### src/rtl/alu_seq_if.sv
// Request/result bundle between the controller and alu_seq.
// The controller drives START/OP/operands; the ALU returns status and registered results.
interface alu_seq_if #(
    parameter int W = 8
);
    logic         START;
    logic [2:0]   OP;
    logic [W-1:0] INPUTA;
    logic [W-1:0] INPUTB;
    logic         SC_IN;
    logic         BUSY;
    logic         DONE;
    logic [W-1:0] OUT;
    logic         SC_OUT;
    logic         ZERO;
    logic         PARITY;

    modport master (
        output START, OP, INPUTA, INPUTB, SC_IN,
        input  BUSY, DONE, OUT, SC_OUT, ZERO, PARITY
    );

    modport slave (
        input  START, OP, INPUTA, INPUTB, SC_IN,
        output BUSY, DONE, OUT, SC_OUT, ZERO, PARITY
    );
endinterface

### src/rtl/alu_seq.sv
// Registered ALU with START/DONE handshake; single-cycle logic ops and add/sub,
// plus a W-iteration shift-add multiplier that holds BUSY while it runs.
module alu_seq #(
    parameter int W  = 8,
    parameter int CW = $clog2(W) + 1
) (
    input  logic      Clk,
    input  logic      Reset_n,
    alu_seq_if.slave  bus
);
    localparam logic [2:0] OP_AND = 3'b000;
    localparam logic [2:0] OP_LSH = 3'b001;
    localparam logic [2:0] OP_RSH = 3'b010;
    localparam logic [2:0] OP_XOR = 3'b011;
    localparam logic [2:0] OP_ADD = 3'b100;
    localparam logic [2:0] OP_SUB = 3'b101;
    localparam logic [2:0] OP_MUL = 3'b110;

    typedef enum logic [0:0] {S_IDLE = 1'b0, S_MULT = 1'b1} state_t;

    state_t         r_state;
    state_t         w_state_nxt;
    logic [W-1:0]   r_mcand;
    logic [W-1:0]   r_mplier;
    logic [2*W-1:0] r_acc;
    logic [CW-1:0]  r_count;
    logic [W-1:0]   r_out;
    logic           r_sc;
    logic           r_zero;
    logic           r_par;
    logic           r_done;
    logic           r_busy;

    logic [W:0]     w_add;
    logic [W:0]     w_sub;
    logic [W-1:0]   w_alu_out;
    logic           w_alu_sc;
    logic [2*W-1:0] w_addend;
    logic [2*W-1:0] w_acc_nxt;
    logic           w_last;
    logic           w_load;
    logic           w_mul_go;
    logic [W-1:0]   w_res;
    logic           w_res_sc;

    function automatic logic parity_f(input logic [W-1:0] v);
        return ^v;
    endfunction

    // Single-cycle datapath; SUB borrow falls out of the (W+1)-bit wrap.
    always_comb begin
        w_add = {1'b0, bus.INPUTA} + {1'b0, bus.INPUTB} + {{W{1'b0}}, bus.SC_IN};
        w_sub = {1'b0, bus.INPUTA} - {1'b0, bus.INPUTB};
        case (bus.OP)
            OP_AND: begin w_alu_out = bus.INPUTA & bus.INPUTB;             w_alu_sc = 1'b0;              end
            OP_LSH: begin w_alu_out = {bus.INPUTA[W-2:0], bus.SC_IN};     w_alu_sc = bus.INPUTA[W-1];   end
            OP_RSH: begin w_alu_out = {bus.SC_IN, bus.INPUTA[W-1:1]};     w_alu_sc = bus.INPUTA[0];     end
            OP_XOR: begin w_alu_out = bus.INPUTA ^ bus.INPUTB;             w_alu_sc = 1'b0;              end
            OP_ADD: begin w_alu_out = w_add[W-1:0];                        w_alu_sc = w_add[W];          end
            OP_SUB: begin w_alu_out = w_sub[W-1:0];                        w_alu_sc = w_sub[W];          end
            default: begin w_alu_out = {W{1'b0}};                          w_alu_sc = 1'b0;              end
        endcase
    end

    // One shift-add step of the multiplier.
    always_comb begin
        if (r_mplier[0]) begin
            w_addend = {{W{1'b0}}, r_mcand} << r_count;
        end else begin
            w_addend = {(2*W){1'b0}};
        end
        w_acc_nxt = r_acc + w_addend;
        w_last    = (r_count == CW'(W - 1));
    end

    // Next-state and result-select logic.
    always_comb begin
        w_state_nxt = r_state;
        w_load      = 1'b0;
        w_mul_go    = 1'b0;
        w_res       = {W{1'b0}};
        w_res_sc    = 1'b0;
        case (r_state)
            S_IDLE: begin
                if (bus.START) begin
                    if (bus.OP == OP_MUL) begin
                        w_state_nxt = S_MULT;
                        w_mul_go    = 1'b1;
                    end else begin
                        w_load   = 1'b1;
                        w_res    = w_alu_out;
                        w_res_sc = w_alu_sc;
                    end
                end else begin
                    w_state_nxt = S_IDLE;
                end
            end
            S_MULT: begin
                if (w_last) begin
                    w_state_nxt = S_IDLE;
                    w_load      = 1'b1;
                    w_res       = w_acc_nxt[W-1:0];
                    w_res_sc    = |w_acc_nxt[2*W-1:W];
                end else begin
                    w_state_nxt = S_MULT;
                end
            end
            default: begin
                w_state_nxt = S_IDLE;
            end
        endcase
    end

    // State register.
    always_ff @(posedge Clk) begin
        if (!Reset_n) begin
            r_state <= S_IDLE;
        end else begin
            r_state <= w_state_nxt;
        end
    end

    // Multiplier operand, accumulator and iteration counter.
    always_ff @(posedge Clk) begin
        if (!Reset_n) begin
            r_mcand  <= {W{1'b0}};
            r_mplier <= {W{1'b0}};
            r_acc    <= {(2*W){1'b0}};
            r_count  <= {CW{1'b0}};
        end else if (w_mul_go) begin
            r_mcand  <= bus.INPUTA;
            r_mplier <= bus.INPUTB;
            r_acc    <= {(2*W){1'b0}};
            r_count  <= {CW{1'b0}};
        end else if (r_state == S_MULT) begin
            r_acc    <= w_acc_nxt;
            r_mplier <= {1'b0, r_mplier[W-1:1]};
            r_count  <= r_count + CW'(1);
        end
    end

    // Result registers: flags derive from the value being written so they track OUT.
    always_ff @(posedge Clk) begin
        if (!Reset_n) begin
            r_out  <= {W{1'b0}};
            r_sc   <= 1'b0;
            r_zero <= 1'b0;
            r_par  <= 1'b0;
            r_done <= 1'b0;
            r_busy <= 1'b0;
        end else begin
            r_done <= w_load;
            r_busy <= (w_state_nxt == S_MULT);
            if (w_load) begin
                r_out  <= w_res;
                r_sc   <= w_res_sc;
                r_zero <= (w_res == {W{1'b0}});
                r_par  <= parity_f(w_res);
            end
        end
    end

    assign bus.OUT    = r_out;
    assign bus.SC_OUT = r_sc;
    assign bus.ZERO   = r_zero;
    assign bus.PARITY = r_par;
    assign bus.DONE   = r_done;
    assign bus.BUSY   = r_busy;
endmodule

### src/flat_wrapper.sv
// flat-port wrapper written by rule: the top's interface ports become plain ports
module alu_seq_flat 
#(
    parameter int W  = 8,
    parameter int CW = $clog2(W) + 1
)
  (Clk, Reset_n, bus_START, bus_OP, bus_INPUTA, bus_INPUTB, bus_SC_IN, bus_BUSY, bus_DONE, bus_OUT, bus_SC_OUT, bus_ZERO, bus_PARITY);
  alu_seq_if #(.W(W)) bus_i ();
  input  logic Clk;
  input  logic Reset_n;
  input wire logic [$bits(bus_i.START)-1:0] bus_START;
  input wire logic [$bits(bus_i.OP)-1:0] bus_OP;
  input wire logic [$bits(bus_i.INPUTA)-1:0] bus_INPUTA;
  input wire logic [$bits(bus_i.INPUTB)-1:0] bus_INPUTB;
  input wire logic [$bits(bus_i.SC_IN)-1:0] bus_SC_IN;
  output wire logic [$bits(bus_i.BUSY)-1:0] bus_BUSY;
  output wire logic [$bits(bus_i.DONE)-1:0] bus_DONE;
  output wire logic [$bits(bus_i.OUT)-1:0] bus_OUT;
  output wire logic [$bits(bus_i.SC_OUT)-1:0] bus_SC_OUT;
  output wire logic [$bits(bus_i.ZERO)-1:0] bus_ZERO;
  output wire logic [$bits(bus_i.PARITY)-1:0] bus_PARITY;
  assign bus_i.START = bus_START;
  assign bus_i.OP = bus_OP;
  assign bus_i.INPUTA = bus_INPUTA;
  assign bus_i.INPUTB = bus_INPUTB;
  assign bus_i.SC_IN = bus_SC_IN;
  assign bus_BUSY = bus_i.BUSY;
  assign bus_DONE = bus_i.DONE;
  assign bus_OUT = bus_i.OUT;
  assign bus_SC_OUT = bus_i.SC_OUT;
  assign bus_ZERO = bus_i.ZERO;
  assign bus_PARITY = bus_i.PARITY;
  alu_seq #(.W(W), .CW(CW)) u_core (.Clk(Clk), .Reset_n(Reset_n), .bus(bus_i));
endmodule
### config.mk
export PLATFORM = sky130hd
export DESIGN_NAME = alu_seq_flat
export DESIGN_NICKNAME = d
export VERILOG_FILES = /design/src/rtl/alu_seq_if.sv /design/src/rtl/alu_seq.sv /design/src/flat_wrapper.sv
export SDC_FILE = /design/constraint.sdc
export NUM_CORES = 1
export LEC_CHECK = 0
export ABC_AREA = 1
export CAP_MARGIN = 20
export CORE_ASPECT_RATIO = 1.1
export CORE_MARGIN = 5
export CORE_UTILIZATION = 64
export CTS_BUF_LIST = sky130_fd_sc_hd__clkbuf_16
export DETAILED_ROUTE_END_ITERATION = 7
export PLACE_DENSITY = 0.87
export SLEW_MARGIN = 10
export SYNTH_ARGS = -nofsm -noshare
export SYNTH_HDL_FRONTEND = slang
export SYNTH_SLANG_ARGS = --single-unit
### constraint.sdc
create_clock -name Clk -period 4.9 [get_ports Clk]
set_input_delay 0.98 -clock Clk [delete_from_list [all_inputs] [get_ports Clk]]
set_output_delay 0.98 -clock Clk [all_outputs]
set_load 0.1 [all_outputs]
### Met4 routing, run 1

Scale bar: 20 um. Supply wires on this layer in gray. Cells faint in the background.
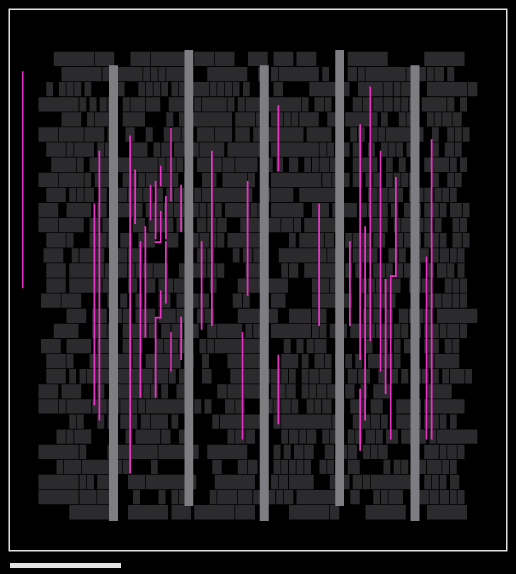
The wires run mostly vertical. 33 nets have wire on it.
via total after detailed routing: 4848
overall routed net length: 12610 um

### Signal wires on met1, run 1

Supply wires on this layer in gray.
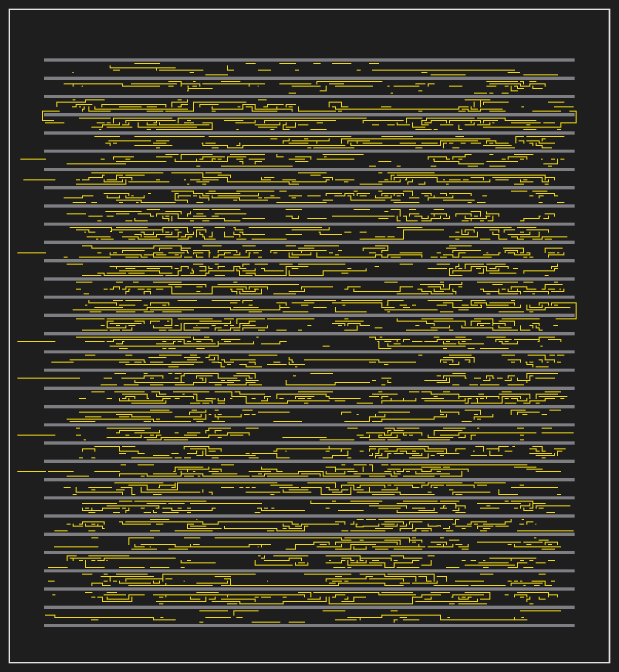
The longest straight run is 28.1 um. The layer holds 39% of the routed length. The layer carries 4870 um of wire. 753 nets have wire on it. The wires run mostly horizontal.
GR Util met1: 33.56%

### Routing congestion, run 1

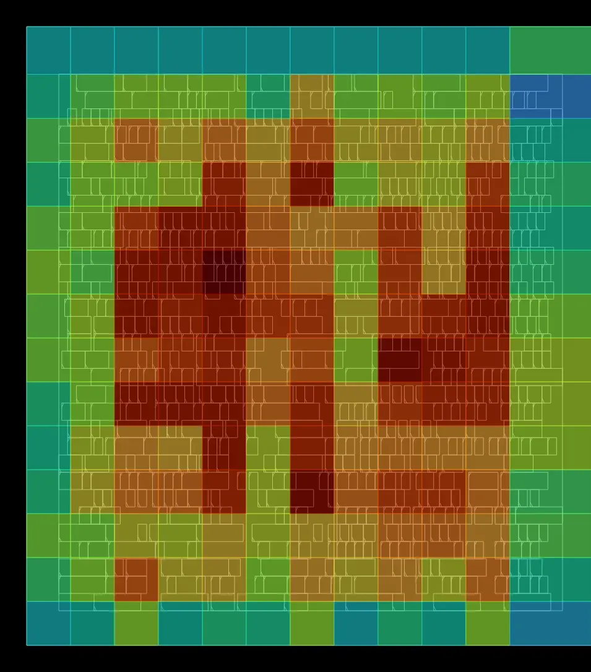
total routing usage reported by global routing: 29.78%
core occupancy in the finished layout: 74.01%

==> run summary, run 1 <==
Results of the implementation run.

In this run the critical register-to-register path is launched from u_core.r_count[0]. The clock tree from TritonCTS is yes. In the final layout, excluding clock inverters the inverter count is 115. The final max-slew violation count recorded for this run is 0. The number of antenna violations at the first check in global routing came to 0.

The number of well-tap cells placed is 82. The buffer levels on the longest clock path is 2. The number of storage elements in the synthesis netlist came out at 49.

The first global-routing pass estimated 20840 um of wire. The maximum clock frequency came out at 0.2616 GHz. The proportion of netlist area held by the largest area contributor came out at 22.17%. The part of the cycle the worst path needs is 78.02%. The synthesis report lists the most area-consuming cells as sky130_fd_sc_hd__dfxtp_1 (22%), sky130_fd_sc_hd__nand2_1 (17%), sky130_fd_sc_hd__ha_1 (10%). The number of non-clock buffers is 37.

The total of max-cap violations came out at 0. The final number of setup-violating endpoints is 0. The post-synthesis sequential area ratio is 22.17%.

The detail-routed via count per cell came out at 5.883. The final-layout non-clock buffer area share is 7.400%. The routability congestion estimate from global placement came out at 1.022. The instance count of the mapped netlist came out at 716.

For the worst setup path, the data required time is 5100 ps. The final layout contains 803 nets. The number of rows created at floorplan came out at 31. The cell area power density came out at 210.9 mW/mm2.

The critical path class is register to register. The worst setup slack before clock tree synthesis is 956.8 ps. Setup repair after global routing left no endpoint under its margin. The initial core utilization came out at 66.34%. The library cell used as clock root buffer is sky130_fd_sc_hd__clkbuf_16. For reference, the critical path cell chain is inv_2 -> nand2_1 -> nand2_1 -> o21ai_0 -> nand2_1 -> o21ai_0 -> nor2_1 -> ha_1 -> nand2_1 -> inv_1 -> a21oi_1 -> nand2_1 -> a21oi_1 -> o21ai_0 -> nor2_1 -> a21oi_1 -> ha_1 -> xnor2_1 -> xnor2_1 -> a211oi_1. The worst setup path is launched from a register. After synthesis the cells add up to 0.004425 mm2.

The maximum fanout count along the critical path came out at 13. The clock network area share came out at 2.838%. The number of gates resized after CTS came out at 0. In this run the mean area of a mapped cell was 6.181 um2. The flop count came out at 49. The floorplan net count came out at 778. The standard cell core area came out at 0.006671 mm2.

The number of top-level pins is 36. The worst path in the final design needs a cycle of 3823 ps, including I/O delays and setup. The number of logic gates is 533.

The count of buffers added by post-CTS timing repair for setup is 0. The final worst setup slack came out at 1077 ps. The number of standard cells reported by yosys came out at 716. The number of nets with antenna violations after routing is 0. The number of warning messages in the logs came out at 34. For this run the detailed placement stage logged an HPWL of 10140 um. The overall die width came out at 89.29 um.

The library cells used most frequently in the layout, excluding fill and tap cells, are sky130_fd_sc_hd__nand2_1 (204), sky130_fd_sc_hd__inv_1 (106), sky130_fd_sc_hd__nor2_1 (63), sky130_fd_sc_hd__nand3_1 (58), sky130_fd_sc_hd__dfxtp_1 (49). Per the synthesis report, the dominant area consumer among library cells is sky130_fd_sc_hd__dfxtp_1. The final clock skew is 9.601 ps. The most prevalent standard cell on the critical path is sky130_fd_sc_hd__nand2_1.

The kind of end point of the critical path is a register. The chip occupies 0.008680 mm2. The post-synth count of flops with an enable pin is 0. The Yosys warning count came out at 0. The maximum vdd ir drop is 0.1295 mV.

Checking max transition, the worst relative margin is 34.01%. The number of buffer and inverter stages on the critical path came out at 2. The CTS report gives the tree buffer count as 5. The power report puts the leakage power at 2.495 nW. The clock buffer count came out at 5. The insertion delay of the later-clocked pin in the worst-skew pair is 290 ps.

Hold-check failures listed in the final report amount to 0. The most heavily used metal layer in global routing is met2. The most critical setup path has its startpoint at u_core.r_count[0].

After synthesis, the share of flip-flops with an asynchronous set or reset is 0%. The first-iteration detailed-routing DRC count is 315. The area of the multi-input gates came out at 0.002914 mm2.

The global routing report lists met2 layer usage as 51.11%. Setup slack on the worst reg-to-reg path comes out at 1080 ps. The sequential cell area in the final layout came out at 980.9 um2. Global routing used 3.986% of the available met3 tracks. The primary flip-flop cell chosen by synthesis mapping is sky130_fd_sc_hd__dfxtp_1. The flow ran to the end, and the final reports show no timing, DRC or antenna violations. The repair_antennas step left the layout with diodes totalling 0. The overall die height is 97.22 um.

The share of post-route cells with drive strength above 1 is 4.987%. The hold buffer count at cts came out at 0. The worst hold path begins at u_core.r_acc[4]. The sum of overflow across all layers after global routing came out at 0. The post-route setup TNS is 0 ps.

The arrival time of data at the worst endpoint is listed as 4020 ps. Looking at the clock tree report, the H-tree level count equals 2. For this run, the detailed router's first-pass iteration total came to 6. The synthesis-to-finish area growth is 11.56%. The top cell type in the final layout, fill and taps aside, is sky130_fd_sc_hd__nand2_1. Looking at the area split, the leading class of cells is multi-input combinational cells. The chip area in the Yosys report came out at 0.004425 mm2. The sequential cell area share is 19.87%. The number of buffer cells added on primary ports came out at 35. The transition time at the pin with the least slew margin came out at 986.8 ps.

Entering global routing, the biggest net connects 20 pins. The cell family contributing the most delay on the critical path is AND-OR/OR-AND gates. The tightest min-delay check is of the register to register type.
[run 1: metrics by stage]
stage                     utilization [%]  power (mW)  area [um2]  hold slack, ps  cells
final                               74.01       1.041        4937           474.4    824
after global routing                74.01       1.086        4937           504.6    824
after CTS                           74.01       1.038        4937           474.6    824
after detailed placement            71.91      0.7084        4797           464.6    816
after global placement              71.91      0.7030        4797           452.8    816
after floorplan                         -      0.6295        4425           440.7    716
[run 1: synthesized netlist by cell type, types with 2 or more instances]
master,number
sky130_fd_sc_hd__fa_1,3
sky130_fd_sc_hd__nor2_4,3
sky130_fd_sc_hd__ha_1,36
sky130_fd_sc_hd__o21ai_0,32
sky130_fd_sc_hd__and2_1,2
sky130_fd_sc_hd__inv_1,104
sky130_fd_sc_hd__a22oi_1,3
sky130_fd_sc_hd__a211oi_1,3
sky130_fd_sc_hd__o22ai_1,10
sky130_fd_sc_hd__a31oi_1,3
sky130_fd_sc_hd__dfxtp_1,49
sky130_fd_sc_hd__a21boi_0,2
sky130_fd_sc_hd__xnor2_1,3
sky130_fd_sc_hd__nand3b_1,4
sky130_fd_sc_hd__a221oi_1,9
sky130_fd_sc_hd__clkbuf_1,9
sky130_fd_sc_hd__xor2_1,3
sky130_fd_sc_hd__buf_2,4
sky130_fd_sc_hd__a22oi_2,3
sky130_fd_sc_hd__buf_4,3
sky130_fd_sc_hd__o211ai_1,6
sky130_fd_sc_hd__o21bai_1,4
sky130_fd_sc_hd__inv_2,10
sky130_fd_sc_hd__o2111ai_1,2
sky130_fd_sc_hd__nand3_1,58
sky130_fd_sc_hd__nand4_1,10
sky130_fd_sc_hd__a21oi_1,48
sky130_fd_sc_hd__nand2_1,204
sky130_fd_sc_hd__nand3_2,2
sky130_fd_sc_hd__nor2_1,63
sky130_fd_sc_hd__nor3_1,4
sky130_fd_sc_hd__nor2_2,2
[run 1: registers in the layout (all words and copies together), names as in the netlist]
signal             cells
u_core.bus.DONE        1
u_core.bus.OUT         8
u_core.bus.PARITY      1
u_core.bus.SC_OUT      1
u_core.bus.ZERO        1
u_core.r_acc          16
u_core.r_count         4
u_core.r_mcand         8
u_core.r_mplier        8
u_core.r_state         1
[run 1: per-layer routing]
| layer | wire [um] | share of wire [%] |
|---|---|---|
| met5 | 0 | 0 |
| met4 | 814 | 6.5 |
| met3 | 743 | 5.9 |
| met2 | 6186 | 49 |
| met1 | 4865 | 39 |
[run 1: worst paths after layout]
check,to,cells past startpoint
min reg2reg,u_core.r_acc[4],2
min,u_core.r_acc[4],2
max reg2reg,u_core.bus.PARITY,20
max,u_core.bus.PARITY,20
[run 1: logic make-up after synthesis]
logic type,Yosys count,share of synthesized area [%]
compound gates,131,18.38
simple gates,357,34.75
xor+xnor,6,1.188
buf+inv,134,11.99
fa+ha+maj,39,11.54
flops,49,22.17
[run 1: where the power goes]
part / total [mW] / switching, mW / internal, mW
logic: 0.283 / 0.190 / 0.0937
registers: 0.423 / 0.0108 / 0.412
clock network: 0.335 / 0.149 / 0.186
### Placement density heat map, run 1

9 x 10 tiles, from white (low) to dark blue (high), 0 to 100% covered.
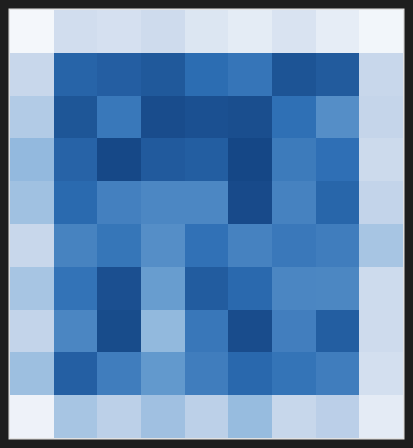

==> run 2: changes to the inputs <==
--- a/config.mk
+++ b/config.mk
@@ -9,10 +9,10 @@
 export CAP_MARGIN = 20
 export CORE_ASPECT_RATIO = 1.1
 export CORE_MARGIN = 5
-export CORE_UTILIZATION = 64
+export CORE_UTILIZATION = 54
 export CTS_BUF_LIST = sky130_fd_sc_hd__clkbuf_16
 export DETAILED_ROUTE_END_ITERATION = 7
-export PLACE_DENSITY = 0.87
+export PLACE_DENSITY = 0.78
 export SLEW_MARGIN = 10
 export SYNTH_ARGS = -nofsm -noshare
 export SYNTH_HDL_FRONTEND = slang
==> constraint.sdc (replaced) <==
create_clock -name Clk -period 3.1 [get_ports Clk]
set_input_delay 0.62 -clock Clk [delete_from_list [all_inputs] [get_ports Clk]]
set_output_delay 0.62 -clock Clk [all_outputs]
set_load 0.1 [all_outputs]
### Placement density heat map, run 2

10 x 10 tiles, from white (low) to dark blue (high), 0 to 100% covered.
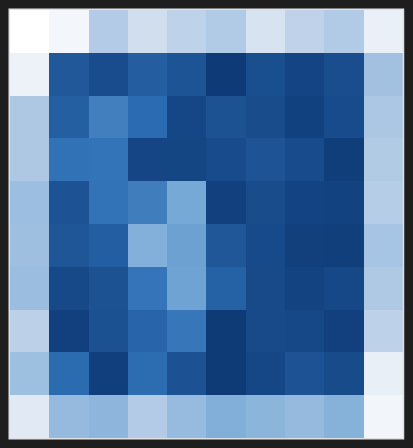
1.0% of the tiles are nearly empty. 53% of the tiles are over 75% full. The fullest tile reaches 96%. The mean over all tiles is 64%. The emptiest ninth of the die: north-west.
placeable core region: 0.007955 mm2
core occupancy in the finished layout: 83.58%
fraction of the core area occupied by cells at floorplan: 55.63%

==> run 2 against run 1 <==
Net effect:
- the run now ends with negative setup slack left
- sequential share of layout area shrank 5.1 points
- count of clock-buffer cells in the layout is the same
- synthesized cell count is the same
- core utilization grew 9.6 points
- via count grew 16%
- worst hold slack gained 6.9 ps
- clock power grew 120%
- register-to-register slack lost 1100 ps
- critical endpoint unchanged
==> run summary, run 2 <==
Results of the implementation run.

Outcome: finished with violations (was complete, no violations). The checks that failed: negative setup slack. The number of top-level pins is 36 (unchanged). Top cells by count: sky130_fd_sc_hd__nand2_1 (204), sky130_fd_sc_hd__inv_1 (104), sky130_fd_sc_hd__nor2_1 (63), sky130_fd_sc_hd__nand3_1 (58), sky130_fd_sc_hd__dfxtp_1 (49) (unchanged). The post-route setup TNS was -77.68 ps (was 0 ps).

The floorplan net count is 778 (unchanged). The area of the mapped netlist came out at 0.004425 mm2 (unchanged). The number of buffer and inverter stages on the critical path is 2 (unchanged). The relative slew slack is 72.59% (was 34.01%). The data required time at the worst endpoint was 3310 ps (was 5100 ps). The post-synthesis sequential area ratio came out at 22.17% (unchanged).

The time the final worst path needs with I/O delays and setup came to 3165 ps (was 3823 ps). The final worst setup slack came to -64.92 ps (was 1077 ps). Main area contributors after synthesis: sky130_fd_sc_hd__dfxtp_1 (22%), sky130_fd_sc_hd__nand2_1 (17%), sky130_fd_sc_hd__ha_1 (10%) (unchanged). The maximum clock frequency was 0.3160 GHz (was 0.2616 GHz). The sum of overflow across all layers after global routing came out at 0 (unchanged).

The cell area power density is 304.3 mW/mm2 (was 210.9 mW/mm2). The static power due to leakage came out at 3.298 nW (was 2.495 nW). The primary flip-flop cell chosen by synthesis mapping is sky130_fd_sc_hd__dfxtp_1 (unchanged). The number of cells in the design after placement is 952 (was 816). The class of the worst hold path is register to register (unchanged).

Setup repair after global routing missed its margin: yes (was no). The number of standard cells reported by yosys is 716 (unchanged). The dominant cell type by area after synthesis was sky130_fd_sc_hd__dfxtp_1 (unchanged). The first-iteration detailed-routing DRC count came to 406 (was 315). The number of CTS-inserted buffers came out at 5 (unchanged). The share of synthesized registers carrying an async set or reset came out at 0% (unchanged).

The via count came out at 5626 (was 4848). The kind of end point of the critical path is a register (unchanged). The critical path class was register to register (unchanged).

The worst setup slack before clock tree synthesis is -405.1 ps (was 956.8 ps). The count of library flops with an enable pin is 0 (unchanged). The final hold slack is 481.3 ps (was 474.4 ps).

The number of antenna repair diodes was 0 (unchanged). The insertion delay of the later-clocked pin in the worst-skew pair came out at 300 ps (was 290 ps). The post-placement cell area came to 0.005648 mm2 (was 0.004797 mm2). The global routing usage summed across all routing layers is 29.77% (was 29.78%).

The share of post-route cells with drive strength above 1 was 34.77% (was 4.987%). The maximum fanout count along the critical path came out at 5 (was 13). The cell family with the largest share of critical-path delay is simple AND/OR/NAND/NOR gates (was AND-OR/OR-AND gates). The Yosys warning count came out at 0 (unchanged). The number of buffer cells added on primary ports came out at 35 (unchanged).

The proportion of netlist area held by the largest area contributor is 22.17% (unchanged). The most common cell after layout, fill and taps aside is sky130_fd_sc_hd__nand2_1 (unchanged). The instance count of the mapped netlist came to 716 (unchanged).

The post-route total power came to 2.023 mW (was 1.041 mW). The routability congestion estimate from global placement was 0.9467 (was 1.022). The final clock skew is 10.15 ps (was 9.601 ps). Commonest cells after routing, fill and taps aside: sky130_fd_sc_hd__nand2_1 (172), sky130_fd_sc_hd__buf_4 (149), sky130_fd_sc_hd__inv_1 (99), sky130_fd_sc_hd__nand3_1 (48), sky130_fd_sc_hd__dfxtp_1 (48) (was sky130_fd_sc_hd__nand2_1 (204), sky130_fd_sc_hd__inv_1 (106), sky130_fd_sc_hd__nor2_1 (63), sky130_fd_sc_hd__nand3_1 (58), sky130_fd_sc_hd__dfxtp_1 (49)). The buffer levels on the longest clock path came out at 2 (unchanged). The number of rows created at floorplan is 34 (was 31). The final number of setup-violating endpoints came out at 2 (was 0).

The number of nets with antenna violations after routing was 0 (unchanged). The total die size is 0.01011 mm2 (was 0.008680 mm2). The synthesis-to-finish area growth is 50.24% (was 11.56%). The clock tree from TritonCTS is yes (unchanged). The level count of the clock H-tree came out at 2 (unchanged). The global-route wire length before repair is 23840 um (was 20840 um).

The maximum vdd ir drop came out at 0.2234 mV (was 0.1295 mV). The transition time at the pin with the least slew margin is 410.6 ps (was 986.8 ps). The total iterations of the first detailed-routing run came out at 6 (unchanged). The chip area in the Yosys report is 0.004425 mm2 (unchanged). The overall die width came to 96.32 um (was 89.29 um). The maximum number of pins on one net before global-route repair is 33 (was 20). The net count of the finished layout came out at 941 (was 803). The number of warning messages in the logs is 36 (was 34). The detail-routed via count per cell is 5.694 (was 5.883). The number of antenna violations at the first check in global routing came to 0 (unchanged). The register containing the most flip-flops in the final layout is u_core.r_acc (unchanged). The final cell count without fillers came out at 988 (was 824). The library cell used as clock root buffer was sky130_fd_sc_hd__clkbuf_16 (unchanged). The startpoint type of the worst setup path is a register (unchanged). The number of storage elements in the synthesis netlist came out at 49 (unchanged). The number of hold violations in the final report came to 0 (unchanged).

The cell area after layout came to 0.006649 mm2 (was 0.004937 mm2). The total length of routed wires came out at 17150 um (was 12610 um). The overall die height came out at 104.9 um (was 97.22 um). The max-slew violation total from the final report came out at 0 (unchanged). The flip-flop count of the largest register, all copies and words added was 16 (unchanged).
### Cells colored by class, run 2

Scale bar: 20 um. Fill, decap, tap and diode cells in gray.
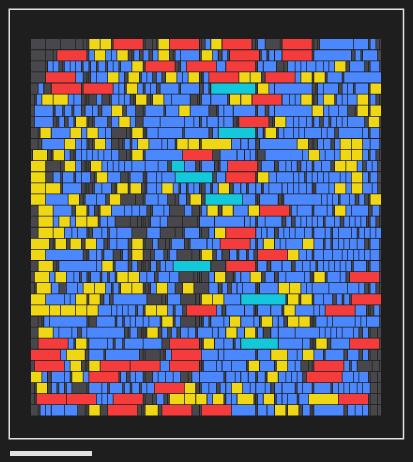
Key: blue = combinational and other logic [cells 648]; red = sequential cells [cells 49]; yellow = remaining buffers and delay cells [cells 175]; cyan = clock drivers and dummy loads [cells 8]

run 2: layer usage:
layer  vias to the layer above  GRT usage (%)  share of wire [%]
met4                         0          17.03                6.1
met3                        88          3.810                5.4
met1                      2588          33.42                 38
met2                       278          52.59                 51
li1                       2672              -                  -
met5                         -              0                  0
run 2: where the power goes:
part / leakage, nW / internal, mW / total, mW / switching (mW)
combinational: 2.81 / 0.265 / 0.633 / 0.368
sequential: 0.398 / 0.650 / 0.667 / 0.0167
clock: 0.0944 / 0.466 / 0.723 / 0.257
run 2: path summary, 6_finish.rpt:
| check | start | to | slack [ps] | cells after the start |
|---|---|---|---|---|
| worst max-delay path | u_core.r_count[0] | u_core.bus.PARITY | -60 | 19 |
| worst max register to register | u_core.r_count[0] | u_core.bus.PARITY | -60 | 19 |
| worst min register to register | u_core.r_acc[7] | u_core.r_acc[7] | 480 | 2 |
| worst min-delay path | u_core.r_acc[7] | u_core.r_acc[7] | 480 | 2 |
run 2: cells by family (layout without fill, tap and decap cells):
family	after synthesis	in the layout	share of synthesized area (%)
AOI/OAI and AO/OA	131	131	18.38
xor gates and xnor gates	6	6	1.188
buffers and inverters	134	298	11.99
DFF	49	49	22.17
adders and majority gates	39	39	11.54
and+or+nand+nor	357	357	34.75
run 2: what timing repair did:
| action | CTS | global route |
|---|---|---|
| buffers inserted | 18 | 10 |
| cloned | 0 | 0 |
| resized | 40 | 117 |
| pin swaps | 26 | 54 |
| setup endpoints to repair | 3 | 5 |
| hold buffers | 0 | 0 |
run 2: area by class of cell:
class	instances	area, um2	area share [%]
multi-input cells	533	3491	52.50
repair buffers	175	1408	21.17
flip-flops and latches	49	984.7	14.81
inverters	115	436.7	6.568
well taps	108	135.1	2.032
clock buffers	5	125.1	1.882
clock inverters	3	68.82	1.035
run 2: worst min-delay path, cell delays in order (launching register included):
cell and delay, ps:
sky130_fd_sc_hd__dfxtp_1 320, sky130_fd_sc_hd__nand2_1 60, sky130_fd_sc_hd__a21oi_1 50
==> run 3: changes to the inputs <==
--- a/config.mk
+++ b/config.mk
@@ -6,6 +6,7 @@
 export NUM_CORES = 1
 export LEC_CHECK = 0
 export ABC_AREA = 1
+export ABC_CLOCK_PERIOD_IN_PS = 3100
 export CAP_MARGIN = 20
 export CORE_ASPECT_RATIO = 1.1
 export CORE_MARGIN = 5
### Cells colored by class, run 3

Scale bar: 20 um. Fill, decap, tap and diode cells in gray.
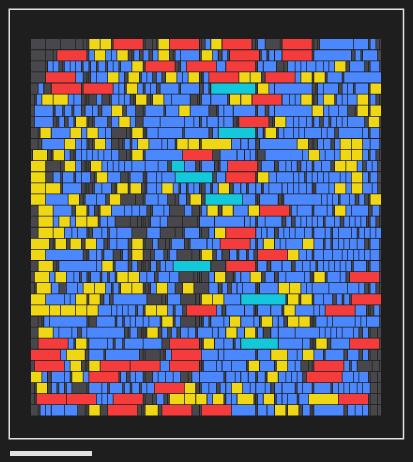
Key: blue = combinational and other logic [cells 648]; yellow = remaining buffers and delay cells [cells 175]; red = sequential cells [cells 49]; cyan = clock drivers and dummy loads [cells 8]

==> run 3 against run 2 <==
Net effect:
- the flow still finishes with violations (negative setup slack)
- sequential power barely moved
- worst hold slack unchanged
- critical path depth stayed put
- sequential cell count unchanged
- non-clock buffer count is the same
- combinational power hardly changed
- register-to-register slack barely moved
- wire length stayed put
- critical endpoint unchanged
- largest power group unchanged
==> run summary, run 3 <==
Results of the implementation run.

The chip area in the Yosys report came to 0.004425 mm2 (unchanged). The number of distinct library cell variants in the gate-level netlist after synthesis came out at 47 (unchanged). The total iterations of the first detailed-routing run came out at 6 (unchanged). The final number of setup-violating endpoints came out at 2 (unchanged).

The data arrival at the endpoint of the critical path came out at 3380 ps (about the same). The hold buffer count at cts was 0 (unchanged). The global routing usage summed across all routing layers is 29.77% (unchanged). The buffer levels on the longest clock path came out at 2 (unchanged). The global-route wire length before repair is 23840 um (unchanged).

The maximum clock frequency came out at 0.3160 GHz (unchanged). The endpoint with the worst hold slack is u_core.r_acc[7] (unchanged). The dominant cell by count in the synthesized netlist is sky130_fd_sc_hd__nand2_1 (unchanged). The critical path class is register to register (unchanged). The transition time at the pin with the least slew margin came out at 410.6 ps (unchanged).

The hold-critical path depth is 2 (unchanged). The data required time at the worst endpoint is 3310 ps (about the same). The number of CTS-inserted buffers came out at 5 (unchanged). The post-synthesis sequential area ratio came out at 22.17% (unchanged). The startpoint type of the worst setup path is a register (unchanged).

The synthesis-to-finish area growth came out at 50.24% (unchanged). The total length of routed wires is 17150 um (unchanged). The share of post-route cells with drive strength above 1 came out at 34.77% (unchanged). The maximum vdd ir drop is 0.2234 mV (unchanged). The switching power came out at 641.7 uW (unchanged). The area of the mapped netlist is 0.004425 mm2 (unchanged).

The final clock skew is 10.15 ps (unchanged). The cell area power density came to 304.3 mW/mm2 (unchanged). The DRC violation count after routing came out at 0 (unchanged). The number of top-level pins came to 36 (unchanged). The most common cell after layout, fill and taps aside was sky130_fd_sc_hd__nand2_1 (unchanged). The standard cell core area came out at 0.007955 mm2 (unchanged). The relative slew slack is 72.59% (unchanged). The proportion of netlist area held by the largest area contributor was 22.17% (unchanged). The placed wire-length estimate after detailed placement is 11540 um (unchanged). The start point of the worst hold path is u_core.r_acc[7] (unchanged). The class of the worst hold path is register to register (unchanged). The kind of end point of the critical path is a register (unchanged). Cell breakdown of the critical path: inv_4 -> buf_6 -> nand2_1 -> nand3_1 -> nand3_2 -> nor2_4 -> ha_4 -> nand2_1 -> nand3_2 -> nand2_2 -> nand2_4 -> a21oi_2 -> o21ai_2 -> nor2_2 -> a21oi_2 -> ha_1 -> xnor2_2 -> xnor2_1 -> a211oi_1 (unchanged). The via count came to 5626 (unchanged). The part of the cycle the worst path needs came out at 102.1% (unchanged). The maximum single-stage delay on the critical path is 370 ps (about the same).

The number of cell instances on the worst register-to-register path came out at 19 (unchanged). The maximum number of pins on one net before global-route repair is 33 (unchanged). Main area contributors after synthesis: sky130_fd_sc_hd__dfxtp_1 (22%), sky130_fd_sc_hd__nand2_1 (17%), sky130_fd_sc_hd__ha_1 (10%) (unchanged). The static power due to leakage is 3.298 nW (unchanged). The register containing the most flip-flops in the final layout is u_core.r_acc (unchanged).

The floorplan net count is 778 (unchanged). The number of standard cells reported by yosys came out at 716 (unchanged). The worst-case register-to-register setup slack is -60 ps (about the same).

The final cell count without fillers came out at 988 (unchanged). The final worst setup slack came to -64.92 ps (unchanged). Commonest cells after routing, fill and taps aside: sky130_fd_sc_hd__nand2_1 (172), sky130_fd_sc_hd__buf_4 (149), sky130_fd_sc_hd__inv_1 (99), sky130_fd_sc_hd__nand3_1 (48), sky130_fd_sc_hd__dfxtp_1 (48) (unchanged). The cell area after layout is 0.006649 mm2 (unchanged). The number of warning messages in the logs came out at 36 (unchanged). The Yosys warning count came out at 0 (unchanged). The number of hold violations in the final report was 0 (unchanged). The routability congestion estimate from global placement came out at 0.9467 (unchanged). The number of fill cells was 490 (unchanged).

The post-route setup TNS came out at -77.68 ps (unchanged). The library cell used as clock root buffer is sky130_fd_sc_hd__clkbuf_16 (unchanged). The maximum fanout count along the critical path is 5 (unchanged). The dominant cell type by area after synthesis was sky130_fd_sc_hd__dfxtp_1 (unchanged). The number of storage elements in the synthesis netlist came to 49 (unchanged).

The capture point of the worst reg-to-reg path is u_core.bus.PARITY (unchanged). The number of buffer cells added on primary ports is 35 (unchanged). The share of synthesized registers carrying an async set or reset came out at 0% (unchanged). The clock edge transition at the registers on the reported setup and hold paths is 70 ps (about the same). The total of max-cap violations came out at 0 (unchanged).

The share of power burned in combinational logic is 31.3% (about the same). The number of antenna violations at the first check in global routing is 0 (unchanged). The internal cell power came out at 1.381 mW (unchanged).

The power share of the clock group was 35.7% (about the same). The detail-routed via count per cell came to 5.694 (unchanged). The overall die width is 96.32 um (unchanged).

The first-iteration detailed-routing DRC count is 406 (unchanged). The routed wirelength normalized by instance count is 17.36 um (unchanged). The sequential cell area in the final layout is 984.7 um2 (unchanged). The max-slew violation total from the final report was 0 (unchanged).

The number of global-route vias before repair is 5217 (unchanged). The launching point of the worst reg2reg path is u_core.r_count[0] (unchanged). The flip-flop count of the largest register, all copies and words added came out at 16 (unchanged). The initial core utilization came out at 55.63% (unchanged).

The worst setup slack before clock tree synthesis is -405.1 ps (unchanged). The area of the multi-input gates is 0.003491 mm2 (unchanged). The number of rows created at floorplan is 34 (unchanged). The number of cells in the design after placement is 952 (unchanged). The average footprint of a synthesized cell came to 6.181 um2 (unchanged). The number of sinks handled by clock tree synthesis came out at 49 (unchanged).

The time the final worst path needs with I/O delays and setup came out at 3165 ps (unchanged). Outcome: finished with violations (unchanged). The count of library flops with an enable pin came to 0 (unchanged). The total die size came out at 0.01011 mm2 (unchanged). Violated checks: negative setup slack (unchanged). The portion of total power attributed to sequential cells is 33.0% (about the same). The number of nets with antenna violations after routing came out at 0 (unchanged).

The primary flip-flop cell chosen by synthesis mapping was sky130_fd_sc_hd__dfxtp_1 (unchanged). The clock tree from TritonCTS was yes (unchanged). The insertion delay of the later-clocked pin in the worst-skew pair is 300 ps (about the same). Top cells by count: sky130_fd_sc_hd__nand2_1 (204), sky130_fd_sc_hd__inv_1 (104), sky130_fd_sc_hd__nor2_1 (63), sky130_fd_sc_hd__nand3_1 (58), sky130_fd_sc_hd__dfxtp_1 (49) (unchanged). The level count of the clock H-tree is 2 (unchanged). The sum of overflow across all layers after global routing came out at 0 (unchanged). The overall die height was 104.9 um (unchanged). The post-placement cell area came to 0.005648 mm2 (unchanged). The library cell contributing the largest single delay on the critical path was sky130_fd_sc_hd__dfxtp_4 (unchanged). The fraction of power spent switching nets is 31.72% (unchanged). The number of antenna repair diodes came out at 0 (unchanged).

The net count of the finished layout is 941 (unchanged). Setup repair after global routing missed its margin: yes (unchanged). The instance count of the mapped netlist was 716 (unchanged).
### Met4 routing, run 3

Scale bar: 20 um. Supply wires on this layer in gray. Cells faint in the background.
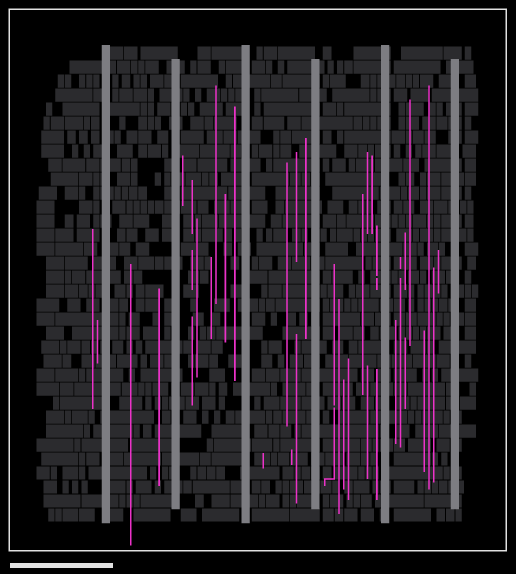
38 nets have wire on it. The wires run mostly vertical.

[run 3: cell families (layout without fill, tap and decap cells)]
group	count (synthesis)	count (layout)	share of synthesized area, %
compound gates	131	131	18.38
xor+xnor	6	6	1.188
fa+ha+maj	39	39	11.54
buf+inv	134	298	11.99
flops	49	49	22.17
simple gates	357	357	34.75
[run 3: layout make-up]
| cell class | count | share of cell area (%) |
|---|---|---|
| Clock buffer | 5 | 1.882 |
| Clock inverter | 3 | 1.035 |
| Inverter | 115 | 6.568 |
| Multi-Input combinational cell | 533 | 52.50 |
| Sequential cell | 49 | 14.81 |
| Tap cell | 108 | 2.032 |
| Timing Repair Buffer | 175 | 21.17 |
[run 3: repair_timing]
item                                    4_1_cts  5_1_grt
buffers inserted                             18       10
pin swaps                                    26       54
gates resized                                40      117
endpoints found under the setup margin        3        5
hold endpoints to repair                      0        0
[run 3: per-stage QoR]
stage                     power, mW  hold WS [ps]  util, %
after floorplan              0.9950         440.7        -
after global placement        1.218         450.7    71.00
after detailed placement      1.226         463.0    71.00
after CTS                     1.952         472.8    76.17
after global routing          2.090         512.7    83.58
final                         2.023         481.3    83.58
[run 3: how the worst max path moves through the flow]
stage | slack (ps) | start | to
final | -60 | u_core.r_count[0] | u_core.bus.PARITY
after global routing | -270 | u_core.r_mcand[0] | u_core.bus.PARITY
after CTS | -6 | u_core.r_count[0] | u_core.bus.PARITY
after detailed placement | -410 | bus_INPUTB[0] | u_core.bus.PARITY
after global placement | -330 | bus_INPUTB[0] | u_core.bus.PARITY
after floorplan | 40 | u_core.r_count[3] | u_core.bus.PARITY
[run 3: worst max-delay path: cells and delay by family (launching register included)]
kind,cells,cell delay (ps)
and+or+nand+nor,9,1090
adders and majority gates,2,570
AOI/OAI and AO/OA,4,560
DFF,1,370
xor gates and xnor gates,2,280
buffers and inverters,2,200
[run 3: power by group through the flow]
stage | clock network (mW) | registers [mW] | logic, mW
2_1_floorplan | 0 | 0.753 | 0.242
3_3_place_gp | 0 | 0.678 | 0.540
3_5_place_dp | 0 | 0.679 | 0.547
4_1_cts | 0.724 | 0.665 | 0.564
5_1_grt | 0.743 | 0.669 | 0.678
6_report | 0.723 | 0.667 | 0.633
[run 3: layer usage]
metal | GRT usage (%) | share of wire, % | vias to the layer above
met2 | 52.59 | 51 | 278
met5 | 0 | 0 | -
li1 | - | - | 2672
met3 | 3.810 | 5.4 | 88
met1 | 33.42 | 38 | 2588
met4 | 17.03 | 6.1 | 0
Power figures rest on the tool's default switching activity, not on a simulated workload.
